### config.mk
export PLATFORM = sky130hd
export DESIGN_NAME = dmem_port_arbiter_flat
export DESIGN_NICKNAME = d
export VERILOG_FILES = /design/src/rtl/dmem_pkg.sv /design/src/rtl/dmem_port_arbiter_if.sv /design/src/rtl/dmem_prio_arb.sv /design/src/rtl/dmem_port_arbiter.sv /design/src/flat_wrapper.sv
export SDC_FILE = /design/constraint.sdc
export NUM_CORES = 1
export LEC_CHECK = 0
export CORE_MARGIN = 10
export CORE_UTILIZATION = 40
export DETAILED_ROUTE_END_ITERATION = 8
export PLACE_DENSITY = 0.78
export SETUP_SLACK_MARGIN = 0.5
export SLEW_MARGIN = 20
export SYNTH_ARGS = -nofsm -noshare
export SYNTH_HDL_FRONTEND = slang
export SYNTH_SLANG_ARGS = --single-unit
### constraint.sdc
create_clock -name clk -period 4.1 [get_ports clk]
set_input_delay 1.23 -clock clk [delete_from_list [all_inputs] [get_ports clk]]
set_output_delay 1.23 -clock clk [all_outputs]
set_load 0.01 [all_outputs]
### src/rtl/dmem_pkg.sv
// rtl/dmem_pkg.sv - shared types and constants for the data-memory port arbiter
package dmem_pkg;

    typedef enum logic [1:0] {
        IDLE  = 2'd0,
        BEAT0 = 2'd1,
        BEAT1 = 2'd2,
        DONE  = 2'd3
    } state_e;

    localparam logic P_MEM   = 1'b0;
    localparam logic P_LDR   = 1'b1;
    localparam logic SZ_BYTE = 1'b0;
    localparam logic SZ_WORD = 1'b1;

    // Assemble the response word from the byte(s) read; byte reads zero-extend.
    function automatic logic [15:0] pack_rdata(input logic word, input logic [7:0] last_byte,
                                               input logic [7:0] low_byte);
        return (word == SZ_WORD) ? {last_byte, low_byte} : {8'h00, last_byte};
    endfunction

endpackage

### src/rtl/dmem_port_arbiter_if.sv
// rtl/dmem_port_arbiter_if.sv - one requester port of the data-memory arbiter
interface dmem_port_arbiter_if #(
    parameter int ADDR_W = 16
);
    logic              req;
    logic              we;
    logic              word;
    logic [ADDR_W-1:0] addr;
    logic [15:0]       wdata;
    logic              ack;
    logic              rsp_valid;
    logic [15:0]       rdata;

    modport master (output req, we, word, addr, wdata, input ack, rsp_valid, rdata);
    modport slave  (input req, we, word, addr, wdata, output ack, rsp_valid, rdata);
endinterface

### src/rtl/dmem_prio_arb.sv
// rtl/dmem_prio_arb.sv - fixed priority grant with starvation escape for the loader port
module dmem_prio_arb
    import dmem_pkg::*;
#(
    parameter int STARVE_LIMIT = 4
) (
    input  logic       clk,
    input  logic       rst_n,
    input  logic       en,
    input  logic [1:0] req,
    output logic [1:0] gnt
);
    localparam int CW = $clog2(STARVE_LIMIT + 1);

    logic [CW-1:0] starve_cnt;
    logic          force_ldr;

    assign force_ldr = (starve_cnt == CW'(STARVE_LIMIT));

    always_comb begin
        gnt = 2'b00;
        if (en) begin
            if (req[P_LDR] && (force_ldr || !req[P_MEM])) begin
                gnt[P_LDR] = 1'b1;
            end else if (req[P_MEM]) begin
                gnt[P_MEM] = 1'b1;
            end
        end
    end

    // Counts only grants that the loader lost while it was asking; saturates.
    always_ff @(posedge clk or negedge rst_n) begin
        if (!rst_n) begin
            starve_cnt <= '0;
        end else if (gnt[P_LDR]) begin
            starve_cnt <= '0;
        end else if (gnt[P_MEM] && req[P_LDR] && !force_ldr) begin
            starve_cnt <= starve_cnt + CW'(1);
        end
    end
endmodule

### src/rtl/dmem_port_arbiter.sv
// rtl/dmem_port_arbiter.sv - two-port arbiter sequencing 8/16-bit accesses onto a byte-wide memory
module dmem_port_arbiter
    import dmem_pkg::*;
#(
    parameter int ADDR_W       = 16,
    parameter int STARVE_LIMIT = 4
) (
    input  logic              clk,
    input  logic              rst_n,
    dmem_port_arbiter_if.slave p0,
    dmem_port_arbiter_if.slave p1,
    output logic [ADDR_W-1:0] mem_addr,
    output logic              mem_we,
    output logic              mem_re,
    output logic [7:0]        mem_wdata,
    input  logic [7:0]        mem_rdata,
    output logic              busy
);
    state_e            state_q, state_d;
    logic [1:0]        gnt;
    logic              arb_en;
    logic              sel_q, we_q, word_q;
    logic [ADDR_W-1:0] addr_q;
    logic [15:0]       wdata_q;
    logic [7:0]        lo_q;
    logic [15:0]       rdata0_q, rdata1_q;
    logic [15:0]       rsp_data;
    logic              done;

    // Grants are suppressed while reset is held so no ack escapes during reset.
    assign arb_en = (state_q == IDLE) && rst_n;

    dmem_prio_arb #(.STARVE_LIMIT(STARVE_LIMIT)) u_arb (
        .clk   (clk),
        .rst_n (rst_n),
        .en    (arb_en),
        .req   ({p1.req, p0.req}),
        .gnt   (gnt)
    );

    always_comb begin
        state_d   = state_q;
        mem_addr  = '0;
        mem_we    = 1'b0;
        mem_re    = 1'b0;
        mem_wdata = 8'h00;
        case (state_q)
            IDLE: begin
                if (|gnt) state_d = BEAT0;
            end
            BEAT0: begin
                mem_addr  = addr_q;
                mem_we    = we_q;
                mem_re    = !we_q;
                mem_wdata = we_q ? wdata_q[7:0] : 8'h00;
                state_d   = (word_q == SZ_WORD) ? BEAT1 : DONE;
            end
            BEAT1: begin
                mem_addr  = addr_q + ADDR_W'(1);
                mem_we    = we_q;
                mem_re    = !we_q;
                mem_wdata = we_q ? wdata_q[15:8] : 8'h00;
                state_d   = DONE;
            end
            DONE: begin
                state_d = IDLE;
            end
            default: state_d = IDLE;
        endcase
    end

    assign done     = (state_q == DONE);
    assign rsp_data = we_q ? 16'h0000 : pack_rdata(word_q, mem_rdata, lo_q);
    assign busy     = (state_q != IDLE);

    assign p0.ack       = gnt[P_MEM];
    assign p1.ack       = gnt[P_LDR];
    assign p0.rsp_valid = done && (sel_q == P_MEM);
    assign p1.rsp_valid = done && (sel_q == P_LDR);
    assign p0.rdata     = p0.rsp_valid ? rsp_data : rdata0_q;
    assign p1.rdata     = p1.rsp_valid ? rsp_data : rdata1_q;

    always_ff @(posedge clk or negedge rst_n) begin
        if (!rst_n) begin
            state_q  <= IDLE;
            sel_q    <= P_MEM;
            we_q     <= 1'b0;
            word_q   <= SZ_BYTE;
            addr_q   <= '0;
            wdata_q  <= 16'h0000;
            lo_q     <= 8'h00;
            rdata0_q <= 16'h0000;
            rdata1_q <= 16'h0000;
        end else begin
            state_q <= state_d;
            if (|gnt) begin
                sel_q   <= gnt[P_LDR];
                we_q    <= gnt[P_LDR] ? p1.we    : p0.we;
                word_q  <= gnt[P_LDR] ? p1.word  : p0.word;
                addr_q  <= gnt[P_LDR] ? p1.addr  : p0.addr;
                wdata_q <= gnt[P_LDR] ? p1.wdata : p0.wdata;
            end
            // Low byte of a word read arrives the cycle after BEAT0's strobe.
            if (state_q == BEAT1 && !we_q) lo_q <= mem_rdata;
            if (done) begin
                if (sel_q == P_MEM) rdata0_q <= rsp_data;
                else                rdata1_q <= rsp_data;
            end
        end
    end
endmodule

### src/flat_wrapper.sv
// flat-port wrapper written by rule: the top's interface ports become plain ports
module dmem_port_arbiter_flat import dmem_pkg::*;
#(
    parameter int ADDR_W       = 16,
    parameter int STARVE_LIMIT = 4
)
  (clk, rst_n, mem_addr, mem_we, mem_re, mem_wdata, mem_rdata, busy, p0_req, p0_we, p0_word, p0_addr, p0_wdata, p0_ack, p0_rsp_valid, p0_rdata, p1_req, p1_we, p1_word, p1_addr, p1_wdata, p1_ack, p1_rsp_valid, p1_rdata);
  dmem_port_arbiter_if #(.ADDR_W(ADDR_W)) p0_i ();
  dmem_port_arbiter_if #(.ADDR_W(ADDR_W)) p1_i ();
  input  logic clk;
  input  logic rst_n;
  output logic [ADDR_W-1:0] mem_addr;
  output logic mem_we;
  output logic mem_re;
  output logic [7:0] mem_wdata;
  input  logic [7:0] mem_rdata;
  output logic busy;
  input wire logic [$bits(p0_i.req)-1:0] p0_req;
  input wire logic [$bits(p0_i.we)-1:0] p0_we;
  input wire logic [$bits(p0_i.word)-1:0] p0_word;
  input wire logic [$bits(p0_i.addr)-1:0] p0_addr;
  input wire logic [$bits(p0_i.wdata)-1:0] p0_wdata;
  output wire logic [$bits(p0_i.ack)-1:0] p0_ack;
  output wire logic [$bits(p0_i.rsp_valid)-1:0] p0_rsp_valid;
  output wire logic [$bits(p0_i.rdata)-1:0] p0_rdata;
  input wire logic [$bits(p1_i.req)-1:0] p1_req;
  input wire logic [$bits(p1_i.we)-1:0] p1_we;
  input wire logic [$bits(p1_i.word)-1:0] p1_word;
  input wire logic [$bits(p1_i.addr)-1:0] p1_addr;
  input wire logic [$bits(p1_i.wdata)-1:0] p1_wdata;
  output wire logic [$bits(p1_i.ack)-1:0] p1_ack;
  output wire logic [$bits(p1_i.rsp_valid)-1:0] p1_rsp_valid;
  output wire logic [$bits(p1_i.rdata)-1:0] p1_rdata;
  assign p0_i.req = p0_req;
  assign p0_i.we = p0_we;
  assign p0_i.word = p0_word;
  assign p0_i.addr = p0_addr;
  assign p0_i.wdata = p0_wdata;
  assign p0_ack = p0_i.ack;
  assign p0_rsp_valid = p0_i.rsp_valid;
  assign p0_rdata = p0_i.rdata;
  assign p1_i.req = p1_req;
  assign p1_i.we = p1_we;
  assign p1_i.word = p1_word;
  assign p1_i.addr = p1_addr;
  assign p1_i.wdata = p1_wdata;
  assign p1_ack = p1_i.ack;
  assign p1_rsp_valid = p1_i.rsp_valid;
  assign p1_rdata = p1_i.rdata;
  dmem_port_arbiter #(.ADDR_W(ADDR_W), .STARVE_LIMIT(STARVE_LIMIT)) u_core (.clk(clk), .rst_n(rst_n), .p0(p0_i), .p1(p1_i), .mem_addr(mem_addr), .mem_we(mem_we), .mem_re(mem_re), .mem_wdata(mem_wdata), .mem_rdata(mem_rdata), .busy(busy));
endmodule
Figure 1. Pin map (run 1).
Pins as bars across the die edge, other pins in gray.
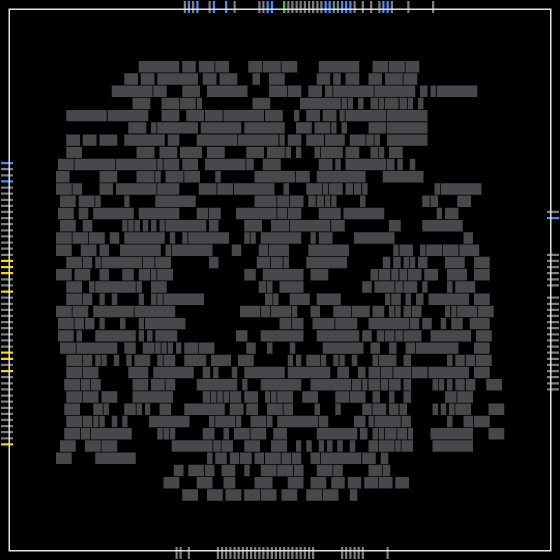
| color | port | pins | direction | edge |
|---|---|---|---|---|
| yellow | mem_wdata | 8 | output | left |
| blue | p0_rdata | 16 | output | 13 top, 2 left, 1 right |
| green | p0_rsp_valid | 1 | output | top |

Figure 2. Logic cells by family (run 1).
Bar = 20 µm.
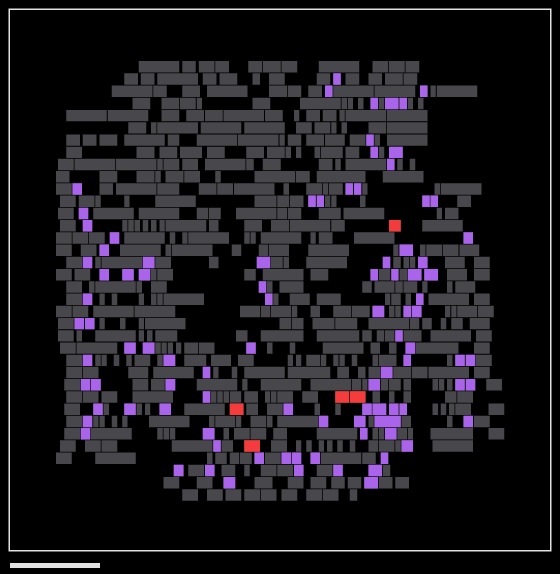
| color | family | cells |
|---|---|---|
| purple | inverting AOI/OAI gates | 94 |
| red | AND-OR and OR-AND gates | 5 |
proportion of cell area occupied by multi-input gates: 32.6%
most frequent standard cell in the layout excluding fill and tap cells: sky130_fd_sc_hd__nor2_1
Final Instance Count excl. Fillers: 715

==> results.sh, run 1 <==
# yosys + openroad results
export IMPL_critPathMaxStageDelay_ns=0.48
export IMPL_worstPathRequired_ns=2.87
export IMPL_die_x_size_um=120
export IMPL_numClockSinks=80
export IMPL_synth_seq_cells=80
export IMPL_fillCellCount=860
export IMPL_unrepaired_setup_endpoints_after_global_routing="true"
export IMPL_wirelength_um=12700
export IMPL_async_flop_share_pct=100
export IMPL_ioPinCount=143
export IMPL_totalPowerFinal_w=0.00448
export IMPL_timing_hold_violations_final=0
export IMPL_routed_via_count=3774
export IMPL_drive_gt1_share_pct=17.2
export IMPL_core_area_um2=9770
export IMPL_ir_drop_mv=0.376
export IMPL_grt_pass1_wl_um=20200
export IMPL_clock_latency_late_pin_ns=0.35
export IMPL_grt_usage_pct=17.2
export IMPL_timing_critical_path_max_delay_family="buffers and inverters"
export IMPL_tritoncts_num_buffers=9
export IMPL_top_signal_layer_used="met4"
export IMPL_dr_wl_met3_um=948
export IMPL_number_of_hold_buffers_added_after_cts=0
export IMPL_fin_crit_sh_pct=90.6
export IMPL_die_h_um=120
export IMPL_io_buffer_count=142
export IMPL_remaining_drc_errors=0
export IMPL_finalCoreUtilization_pct=60.0
export IMPL_drt_vias_per_instance=5.28
export IMPL_avgRoutedWirePerCell_um=17.8
export IMPL_edf_count=0
export IMPL_worst_path_max_delay_cell="sky130_fd_sc_hd__clkdlybuf4s50_1"
export IMPL_fmax_mhz=269
export IMPL_skew_ns=0.00947
export IMPL_max_clock_path_buffers=2
export IMPL_cap_violations=0
export IMPL_route_layer_met1_wl_um=5230
export IMPL_largest_area_cell="sky130_fd_sc_hd__dfrtp_1"
export IMPL_synthesis_yosys_warnings=0
export IMPL_hold_worst_slack_ns=0.481
export IMPL_first_global_vias=3987
export IMPL_hold_class="reg2reg"
export IMPL_worstMarginPinSlew_ns=0.720
export IMPL_totalNegativeSetupSlack_ns=0
export IMPL_synth_avg_cell_area_um2=9.23
export IMPL_synth_largest_type_area_fraction_pct=50.0
export IMPL_chip_area_um2=14400
export IMPL_status="completed"
export IMPL_layout_area_overhead_vs_synth_pct=46.5
export IMPL_layout_nets=664
export IMPL_synth_distinct_cells=47
export IMPL_mappedNetlistNets=522
export IMPL_clock_tree_from_tritoncts="built"
export IMPL_cp_buffers_inverters=2
export IMPL_dominantRegCellSynth="sky130_fd_sc_hd__dfrtp_1"
export IMPL_cts_root_buffer="sky130_fd_sc_hd__clkbuf_8"
export IMPL_dr_wl_met2_um=6330
export IMPL_fin_area_um2=5860
export IMPL_core_rowCount=36
export IMPL_p_leak_nw=2.70
export IMPL_synth_cells=434
export IMPL_max_slew_margin_pct=52.0
export IMPL_tool_warnings=33
export IMPL_cts_htree_levels=3
export IMPL_yosys_cells=434
export IMPL_detailed_place_hpwl_um=9580
export IMPL_detailedRoute_firstPassIterationCount=4
export IMPL_start_to_end_type_of_the_worst_setup_path="in2out"
export IMPL_post_route_min_period_ns=3.71
export IMPL_fp_util_pct=41.0
export IMPL_critical_path_peak_fanout=3
export IMPL_layout_area_seq_um2=2010
export IMPL_area_leaders="sky130_fd_sc_hd__dfrtp_1 (50%), sky130_fd_sc_hd__nor2_1 (8.4%), sky130_fd_sc_hd__mux2_2 (7.3%)"
export IMPL_crit_arrival_ns=2.48
export IMPL_worst_setup_path_start_kind="primary input"
Figure 3. Signal wires by layer (run 1).
Only two layers are drawn.
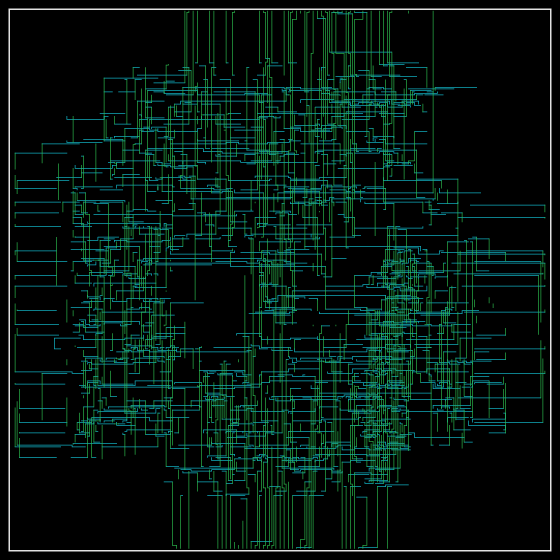
| color | layer | wire length |
|---|---|---|
| cyan | met1 | 5230 µm |
| green | met2 | 6330 µm |

[run 1: tightest hold or removal path: stages, from the launching register on]
cell	delay [ns]
sky130_fd_sc_hd__dfrtp_1	0.34
sky130_fd_sc_hd__nand2_1	0.06
sky130_fd_sc_hd__o21ai_2	0.06
[run 1: layout make-up]
class / instances / area share (%)
flip-flops and latches: 80 / 34.2
diodes: 1 / 0.0427
multi-input cells: 313 / 32.6
well taps: 133 / 2.84
inverters: 14 / 0.939
repair buffers: 158 / 25.8
clock inverters: 7 / 1.43
clock buffers: 9 / 2.11
[run 1: state kept, by name (all words and copies together) (netlist names)]
name,cells
u_core.u_arb.starve_cnt,3
u_core.wdata_q,16
u_core.rdata1_q,16
u_core.we_q,1
u_core.word_q,1
u_core.state_q,2
u_core.lo_q,8
u_core.rdata0_q,16
u_core.sel_q,1
u_core.addr_q,16
[run 1: kinds of logic after synthesis]
logic type                 count (synthesis)  share of synthesized area [%]
and+or+nand+nor                          172                           18.4
muxes                                     34                           9.31
AOI/OAI and AO/OA                         99                           15.8
adders and majority gates                  8                           2.50
DFF                                       80                           50.0
buffers and inverters                     41                           3.97
[run 1: what timing repair did]
| item | CTS | global route |
|---|---|---|
| setup buffers | 3 | 1 |
| hold endpoints to repair | 0 | 0 |
| gates cloned | 0 | 0 |
| resized | 98 | 22 |
| setup endpoints to repair | 47 | 27 |
[run 1: layer usage]
layer / global-route usage [%] / vias up
li1: - / 1818
met2: 29.4 / 139
met4: 4.37 / 0
met5: 0 / -
met3: 6.14 / 15
met1: 20.0 / 1802
[run 1: power by group]
group / switching (W) / total, W / leakage [nW] / internal (W)
clock network: 0.000324 / 0.000619 / 0.103 / 0.000295
logic: 0.00130 / 0.00244 / 1.63 / 0.00114
registers: 0.000252 / 0.00142 / 0.966 / 0.00117
[run 1: stage by stage]
step / setup slack, ns / instances
finish: 0.387 / 715
global route: 0.346 / 715
CTS: 0.338 / 713
detailed placement: 0.103 / 694
global placement: 0.117 / 694
floorplan: 0.714 / 434
[run 1: final timing paths]
path	from	end	slack (ns)	cells after the start
max	mem_rdata[2]	p1_rdata[2]	0.39	5
min	u_core.rdata0_q[13]$_DFFE_PN0P_	u_core.rdata0_q[13]$_DFFE_PN0P_	0.48	2
max reg2reg	u_core.state_q[1]$_DFFE_PN0P_	u_core.wdata_q[13]$_DFFE_PN0P_	2.14	6
min reg2reg	u_core.rdata0_q[13]$_DFFE_PN0P_	u_core.rdata0_q[13]$_DFFE_PN0P_	0.48	2
max in group asynchronous	rst_n	u_core.addr_q[2]$_DFFE_PN0P_	2.51	2
min in group asynchronous	rst_n	u_core.lo_q[5]$_DFFE_PN0P_	1.06	2
[run 1: Yosys cell counts (all sizes together) (3+ instances only)]
library cell   n
nor2          90
dfrtp         80
nand2         47
o22ai         34
o21ai         28
mux2          26
clkbuf        20
inv           14
a22oi          9
nand3          9
ha             8
mux2i          8
buf            7
a31oi          5
nand2b         4
nor3           4
o211ai         4
or3            4
a21oi          3
--- run 2 (diff from run 1) ---
REMOVE_ABC_BUFFERS = 1   (was default)
SLEW_MARGIN = 30   (was 20)
Figure 4. Pin map (run 2).
Pins as bars across the die edge, other pins in gray.
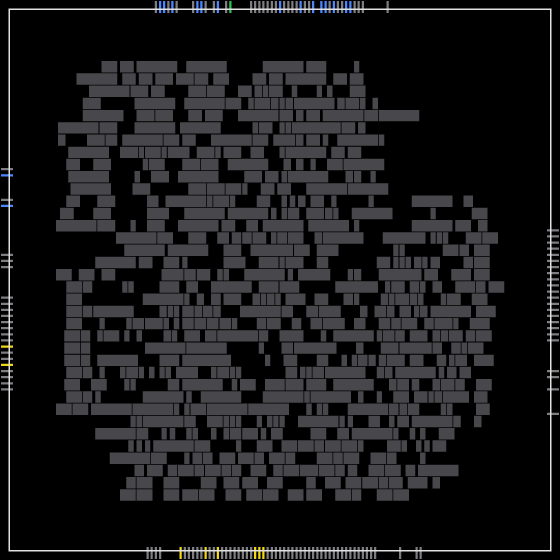
| color | port | pins | direction | edge |
|---|---|---|---|---|
| green | p0_rsp_valid | 1 | output | top |
| blue | p0_rdata | 16 | output | 14 top, 2 left |
| yellow | mem_wdata | 8 | output | 6 bottom, 2 left |
all pins by edge: 55 bottom, 42 top, 23 left, 23 right

Figure 5. Clock routing (run 2).
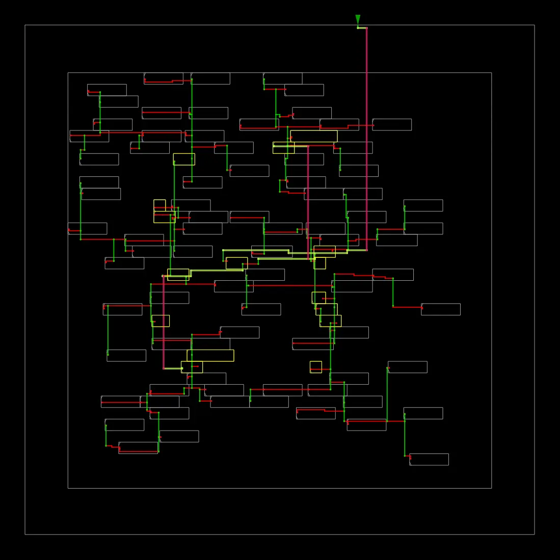
total of clock buffers placed in the layout: 9
clock latency on the worst-skew pair: 0.35 ns
power of the clock network: 0.000657 W

==> run 2 against run 1 <==
Synthesized cell count is the same. Setup slack improved by 0.17 ns. Routed wire length rose by 0.77%.
==> results.sh, run 2 <==
# yosys + openroad results
export IMPL_status="completed"
export IMPL_fp_util_pct=41.0
export IMPL_synthMostInstantiatedCell="sky130_fd_sc_hd__nor2_1"
export IMPL_end_kind="output pin"
export IMPL_r2r_end="u_core.wdata_q[4]$_DFFE_PN0P_"
export IMPL_number_of_hold_buffers_added_after_cts=0
export IMPL_synth_largest_type_area_fraction_pct=50.0
export IMPL_grt_pass1_wl_um=20300
export IMPL_fillCellCount=877
export IMPL_start_to_end_type_of_the_worst_setup_path="in2out"
export IMPL_cts_root_buffer="sky130_fd_sc_hd__clkbuf_8"
export IMPL_r2r_start="u_core.state_q[0]$_DFFE_PN0P_"
export IMPL_detailed_place_hpwl_um=9460
export IMPL_ioPinCount=143
export IMPL_layout_area_overhead_vs_synth_pct=47.9
export IMPL_wirelength_um=12800
export IMPL_antenna_found_initial=1
export IMPL_avgRoutedWirePerCell_um=17.9
export IMPL_area_after_dpl_um2=5560
export IMPL_io_buffer_count=142
export IMPL_dominantRegCellSynth="sky130_fd_sc_hd__dfrtp_1"
export IMPL_drt_initial_drc_count=225
export IMPL_yosys_cells=434
export IMPL_clock_tree_from_tritoncts="built"
export IMPL_tool_warnings=32
export IMPL_routed_via_count=3799
export IMPL_largest_area_cell="sky130_fd_sc_hd__dfrtp_1"
export IMPL_mappedNetlistArea_um2=4000
export IMPL_async_flop_share_pct=100
export IMPL_ys_top_cells_by_count="sky130_fd_sc_hd__nor2_1 (90), sky130_fd_sc_hd__dfrtp_1 (80), sky130_fd_sc_hd__nand2_1 (46), sky130_fd_sc_hd__o22ai_1 (34), sky130_fd_sc_hd__o21ai_0 (28)"
export IMPL_edf_count=0
export IMPL_cts_htree_levels=3
export IMPL_final_max_slew_violation_count=0
export IMPL_die_x_size_um=120
export IMPL_synth_seq_area_share_pct=50.0
export IMPL_synthesis_yosys_warnings=0
export IMPL_synth_cells=434
export IMPL_hold_class="reg2reg"
export IMPL_fmax_mhz=282
export IMPL_postRouteAntennaNets=0
export IMPL_totalNegativeSetupSlack_ns=0
export IMPL_first_global_vias=3934
export IMPL_worst_r2r_cell_count=7
export IMPL_cts_reportedPaths_clkPinSlew_ns=0.09
export IMPL_timing_hold_violations_final=0
export IMPL_dr_wl_met2_um=6870
export IMPL_synth_seq_cells=80
export IMPL_final_layout_top_logic_cell="sky130_fd_sc_hd__nor2_1"
export IMPL_r2r_setup_slack_ns=2.15
export IMPL_gp_congestion=0.860
export IMPL_detailedRoute_firstPassIterationCount=4
export IMPL_worstMarginPinSlew_ns=0.719
export IMPL_post_route_min_period_ns=3.54
export IMPL_global_route_overflow_total=0
export IMPL_dr_wl_met3_um=626
export IMPL_worst_setup_path_start_kind="primary input"
export IMPL_p_leak_nw=2.73
export IMPL_drive_gt1_share_pct=17.3
export IMPL_max_clock_path_buffers=2
export IMPL_min_delay_worst_endpoint="u_core.rdata1_q[15]$_DFFE_PN0P_"
export IMPL_skew_ns=0.0123
export IMPL_chip_area_um2=14400
export IMPL_drt_vias_per_instance=5.29
export IMPL_unrepaired_setup_endpoints_after_global_routing="true"
export IMPL_power_density_nw_per_um2=776
export IMPL_max_slew_margin_pct=52.0
export IMPL_remaining_drc_errors=0
export IMPL_yosys_area_um2=4000
export IMPL_synth_distinct_cells=47
export IMPL_ir_drop_mv=0.350
export IMPL_holdCritStartpoint="u_core.rdata1_q[15]$_DFFE_PN0P_"
export IMPL_final_cell_mix="sky130_fd_sc_hd__nor2_1 (89), sky130_fd_sc_hd__clkdlybuf4s50_1 (83), sky130_fd_sc_hd__dfrtp_1 (75)"
export IMPL_fin_area_um2=5920
export IMPL_layout_nets=666
export IMPL_combGateArea_um2=1910
export IMPL_route_layer_met1_wl_um=5150
export IMPL_tritoncts_num_buffers=9
export IMPL_setup_viol=0
export IMPL_core_rowCount=36
export IMPL_area_leaders="sky130_fd_sc_hd__dfrtp_1 (50%), sky130_fd_sc_hd__nor2_1 (8.4%), sky130_fd_sc_hd__mux2_2 (7.3%)"
export IMPL_grt_usage_pct=17.3
export IMPL_crit_arrival_ns=2.31
export IMPL_core_area_um2=9770
export IMPL_die_h_um=120
export IMPL_critical_path_peak_fanout=3
export IMPL_worstPathRequired_ns=2.87
export IMPL_grt_start_max_net_pins=81
export IMPL_whs_path_depth=2
export IMPL_layout_area_seq_um2=2010
export IMPL_cap_violations=0
export IMPL_numClockSinks=80
export IMPL_synth_avg_cell_area_um2=9.23
export IMPL_fin_crit_sh_pct=86.3
export IMPL_top_signal_layer_used="met4"
-- run 2: timing repair --
| action | in CTS | in global routing |
|---|---|---|
| resized | 94 | 27 |
| setup buffers | 3 | 5 |
| setup endpoints to repair | 46 | 40 |
| pin swaps | 5 | 2 |
| endpoints found under the hold margin | 0 | 0 |
-- run 2: stage by stage --
stage	worst slack, ns	hold slack (ns)	utilization (%)	cells	total power, W
finish	0.560	0.486	60.6	718	0.00460
global route	0.470	0.515	60.6	717	0.00495
CTS	0.238	0.496	59.6	711	0.00454
detailed placement	0.0391	0.481	56.9	692	0.00391
global placement	0.0839	0.471	56.9	692	0.00381
floorplan	0.696	0.459	-	407	0.00267
-- run 2: power breakdown --
part	switching, W	total, W	internal, W
clock	0.000308	0.000657	0.000349
sequential	0.000268	0.00144	0.00117
combinational	0.00130	0.00250	0.00120
total	0.00187	0.00460	0.00272
-- run 2: worst max path at each step --
stage | end | cells past startpoint | from
6_report | p0_rdata[6] | 5 | mem_rdata[6]
5_1_grt | mem_addr[3] | 7 | u_core.state_q[0]$_DFFE_PN0P_
4_1_cts | mem_addr[14] | 6 | u_core.addr_q[1]$_DFFE_PN0P_
3_5_place_dp | p1_ack | 5 | p0_req
3_3_place_gp | p1_ack | 5 | p0_req
2_1_floorplan | mem_addr[12] | 5 | u_core.state_q[0]$_DFFE_PN0P_
-- run 2: final cells by class --
class / instances / area share, %
Timing Repair Buffer: 160 / 26.2
Inverter: 14 / 0.951
Antenna cell: 2 / 0.0845
Sequential cell: 80 / 33.9
Multi-Input combinational cell: 313 / 32.2
Tap cell: 133 / 2.81
Clock buffer: 9 / 2.09
Clock inverter: 7 / 1.73
-- run 2: cell families (layout without fill, tap and decap cells) --
logic type	Yosys count	count (layout)	synth area share (%)
other	0	2	0
AOI/OAI and AO/OA	99	99	15.8
muxes	34	34	9.31
and+or+nand+nor	172	172	18.4
adders and majority gates	8	8	2.50
buffers and inverters	41	190	3.97
DFF	80	80	50.0
-- run 2: worst max-delay path, cell delays in order --
cell and delay [ns]:
sky130_fd_sc_hd__dlygate4sd2_1 0.26, sky130_fd_sc_hd__mux2i_1 0.18, sky130_fd_sc_hd__nor2_1 0.07, sky130_fd_sc_hd__mux2_2 0.27, sky130_fd_sc_hd__dlygate4sd2_1 0.30
-- run 2: per-layer routing --
layer  up-vias  GRT usage [%]
met5         -              0
met4         0           6.33
met3        16           3.89
met2       101           31.7
met1      1862           19.0
li1       1820              -
--- run 3 (diff from run 2) ---
PLACE_DENSITY = 0.81   (was 0.78)
clock period = 3.1 ns   (was 4.1 ns; I/O delays follow)
Figure 6. Logic cells by family (run 3).
Bar = 20 µm.
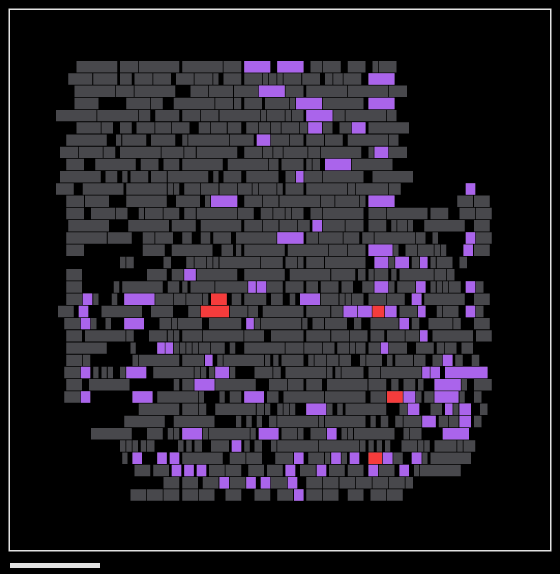
| color | family | cells |
|---|---|---|
| red | AND-OR and OR-AND gates | 5 |
| purple | inverting AOI/OAI gates | 94 |
proportion of cell area occupied by multi-input gates: 34.2%
Final Instance Count excl. Fillers: 791

Figure 7. Register map, names as in the netlist (run 3).
Bar = 20 µm. Other sequential cells in the stronger gray, the rest of the logic in the fainter gray.
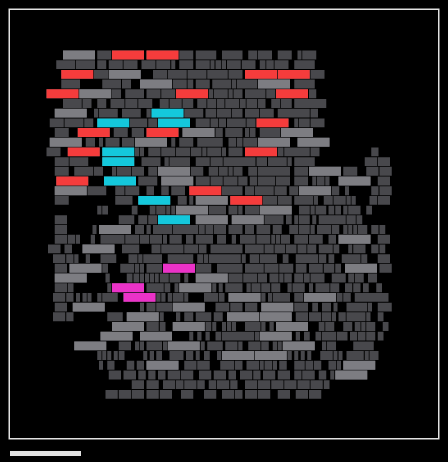
| color | signal | flops |
|---|---|---|
| cyan | u_core.lo_q | 8 |
| magenta | u_core.u_arb.starve_cnt | 3 |
| red | u_core.rdata1_q | 16 |
not colored: 53
sequential cell area in the final layout: 2000 µm²
power in sequential cells: 0.00194 W
final core area utilization: 72.4%

==> run 3 against run 2 <==
The run now ends with negative setup slack left. Cell area increased by 20%. Die area unchanged. Clock power increased by 14%. Flip-flop count unchanged. Hold slack improved by 0.0083 ns. Synthesized cell count unchanged. Clock skew increased by 0.0070 ns. Critical path depth increased by 2. Setup slack got worse by 0.57 ns. Critical path type is now reg2out. Critical endpoint is now mem_addr[14]. Highest routed layer unchanged.
==> results.sh, run 3 <==
# yosys + openroad results
export IMPL_p_switching_w=0.00343
export IMPL_totalPowerFinal_w=0.00792
export IMPL_sw_frac_of_total_pct=43.3
export IMPL_synth_avg_cell_area_um2=9.23
export IMPL_unrepaired_setup_endpoints_after_global_routing="true"
export IMPL_layout_area_overhead_vs_synth_pct=76.8
export IMPL_place_detailed_instances=717
export IMPL_ioPinCount=143
export IMPL_max_clock_path_buffers=2
export IMPL_power_share_clock_pct=9.5
export IMPL_hold_class="reg2reg"
export IMPL_synthesis_yosys_warnings=0
export IMPL_fmax_mhz=322
export IMPL_avgRoutedWirePerCell_um=21.4
export IMPL_r2r_setup_slack_ns=1.00
export IMPL_core_rowCount=36
export IMPL_synth_cells=434
export IMPL_die_h_um=120
export IMPL_grt_start_max_net_pins=82
export IMPL_worstPathRequired_ns=2.17
export IMPL_remaining_drc_errors=0
export IMPL_critical_path_peak_fanout=7
export IMPL_skew_ns=0.0192
export IMPL_core_area_um2=9770
export IMPL_layout_nets=739
export IMPL_max_slew_margin_pct=51.3
export IMPL_postRouteAntennaNets=0
export IMPL_cap_violations=0
export IMPL_p_leak_nw=3.16
export IMPL_violations_in_the_final_reports="negative setup slack"
export IMPL_grt_pass1_wl_um=23100
export IMPL_clock_latency_late_pin_ns=0.37
export IMPL_final_layout_top_logic_cell="sky130_fd_sc_hd__nor2_1"
export IMPL_ys_top_cells_by_count="sky130_fd_sc_hd__nor2_1 (90), sky130_fd_sc_hd__dfrtp_1 (80), sky130_fd_sc_hd__nand2_1 (46), sky130_fd_sc_hd__o22ai_1 (34), sky130_fd_sc_hd__o21ai_0 (28)"
export IMPL_timing_final_ws_setup_ns=-0.00765
export IMPL_timing_hold_violations_final=0
export IMPL_pwr_share_comb_pct=66.0
export IMPL_ir_drop_mv=0.573
export IMPL_edf_count=0
export IMPL_cts_reportedPaths_clkPinSlew_ns=0.09
export IMPL_start_to_end_type_of_the_worst_setup_path="reg2out"
export IMPL_r2r_end="u_core.lo_q[4]$_DFFE_PN0P_"
export IMPL_yosys_area_um2=4000
export IMPL_synthMostInstantiatedCell="sky130_fd_sc_hd__nor2_1"
export IMPL_antenna_found_initial=2
export IMPL_mappedNetlistArea_um2=4000
export IMPL_drt_vias_per_instance=5.56
export IMPL_cts_htree_levels=3
export IMPL_global_route_overflow_total=0
export IMPL_fp_util_pct=41.0
export IMPL_area_leaders="sky130_fd_sc_hd__dfrtp_1 (50%), sky130_fd_sc_hd__nor2_1 (8.4%), sky130_fd_sc_hd__mux2_2 (7.3%)"
export IMPL_drive_gt1_share_pct=44.1
export IMPL_hold_worst_slack_ns=0.494
export IMPL_power_density_nw_per_um2=1120
export IMPL_gp_congestion=0.821
export IMPL_grt_usage_pct=19.9
export IMPL_detailedRoute_firstPassIterationCount=5
export IMPL_post_route_min_period_ns=3.11
export IMPL_synth_seq_cells=80
export IMPL_chip_area_um2=14400
export IMPL_setup_viol=1
export IMPL_io_buffer_count=142
export IMPL_worst_setup_path_start_kind="register"
export IMPL_final_max_slew_violation_count=0
export IMPL_worst_r2r_cell_count=8
export IMPL_internal_power_contribution_w=0.00449
export IMPL_routed_via_count=4400
export IMPL_status="finished with violations"
export IMPL_final_cell_mix="sky130_fd_sc_hd__nor2_1 (88), sky130_fd_sc_hd__dfrtp_1 (80), sky130_fd_sc_hd__clkdlybuf4s50_1 (68)"
export IMPL_r2r_start="u_core.state_q[1]$_DFFE_PN0P_"
export IMPL_synth_distinct_cells=47
export IMPL_worstMarginPinSlew_ns=0.731
==> run 3: area by class of cell <==
type | count | area [µm²]
inverters | 14 | 76.3
well taps | 133 | 166
repair buffers | 231 | 2210
clock buffers | 9 | 124
fillers | 638 | 2690
multi-input cells | 313 | 2420
flip-flops and latches | 80 | 2000
repair inverters | 2 | 15.0
clock inverters | 7 | 62.6
diodes | 2 | 5.00
==> run 3: critical path: stages (launching register included) <==
cell,delay (ns)
sky130_fd_sc_hd__dfrtp_1,0.41
sky130_fd_sc_hd__inv_2,0.10
sky130_fd_sc_hd__ha_4,0.31
sky130_fd_sc_hd__nand2_4,0.07
sky130_fd_sc_hd__buf_6,0.13
sky130_fd_sc_hd__or4_4,0.50
sky130_fd_sc_hd__o211ai_1,0.12
sky130_fd_sc_hd__buf_2,0.17
==> run 3: logic make-up after synthesis <==
kind of cell | share of synthesized area [%]
buf+inv | 3.97
simple gates | 18.4
compound gates | 15.8
fa+ha+maj | 2.50
flops | 50.0
mux | 9.31
==> run 3: timing repair <==
item | in CTS | in global routing
hold endpoints to repair | 0 | 0
hold buffers | 0 | 0
setup endpoints to repair | 63 | 63
pin swaps | 14 | 26
gates resized | 417 | 121
gates cloned | 3 | 3
buffers inserted | 27 | 23
==> run 3: metrics by stage <==
stage | utilization, % | area, µm² | setup WS, ns | setup TNS [ns]
floorplan | - | 3900 | -0.00409 | -0.00409
global placement | 58.9 | 5760 | -0.286 | -6.54
detailed placement | 58.9 | 5760 | -0.319 | -7.99
CTS | 64.8 | 6330 | 0.0542 | 0
global route | 72.4 | 7080 | -0.0755 | -0.162
finish | 72.4 | 7080 | -0.00765 | -0.00765
==> run 3: worst min path at each step <==
stage / start / slack [ns] / endpoint / cells past startpoint
2_1_floorplan: u_core.sel_q$_DFFE_PN0P_ / 0.46 / u_core.sel_q$_DFFE_PN0P_ / 2
6_report: u_core.rdata1_q[12]$_DFFE_PN0P_ / 0.49 / u_core.rdata1_q[12]$_DFFE_PN0P_ / 2
3_3_place_gp: u_core.rdata1_q[10]$_DFFE_PN0P_ / 0.48 / u_core.rdata1_q[10]$_DFFE_PN0P_ / 2
3_5_place_dp: u_core.sel_q$_DFFE_PN0P_ / 0.48 / u_core.sel_q$_DFFE_PN0P_ / 2
4_1_cts: u_core.rdata0_q[13]$_DFFE_PN0P_ / 0.51 / u_core.rdata0_q[13]$_DFFE_PN0P_ / 2
5_1_grt: u_core.rdata1_q[12]$_DFFE_PN0P_ / 0.50 / u_core.rdata1_q[12]$_DFFE_PN0P_ / 2
==> run 3: layer usage <==
metal  share of wire [%]  vias up  GRT usage [%]
li1                    -     1963              -
met1                  36     2194           21.7
met2                  53      196           36.3
met3                 6.3       47           4.45
met4                 3.8        0           8.07
met5                   0        -              0
==> run 3: power groups by stage <==
stage          clock, W  sequential, W  combinational [W]
2_1_floorplan         0        0.00182            0.00171
6_report       0.000752        0.00194            0.00523
3_3_place_gp          0        0.00180            0.00345
3_5_place_dp          0        0.00184            0.00356
5_1_grt        0.000803        0.00199            0.00553
4_1_cts        0.000755        0.00187            0.00407
Power is estimated from default activity; no workload was simulated.
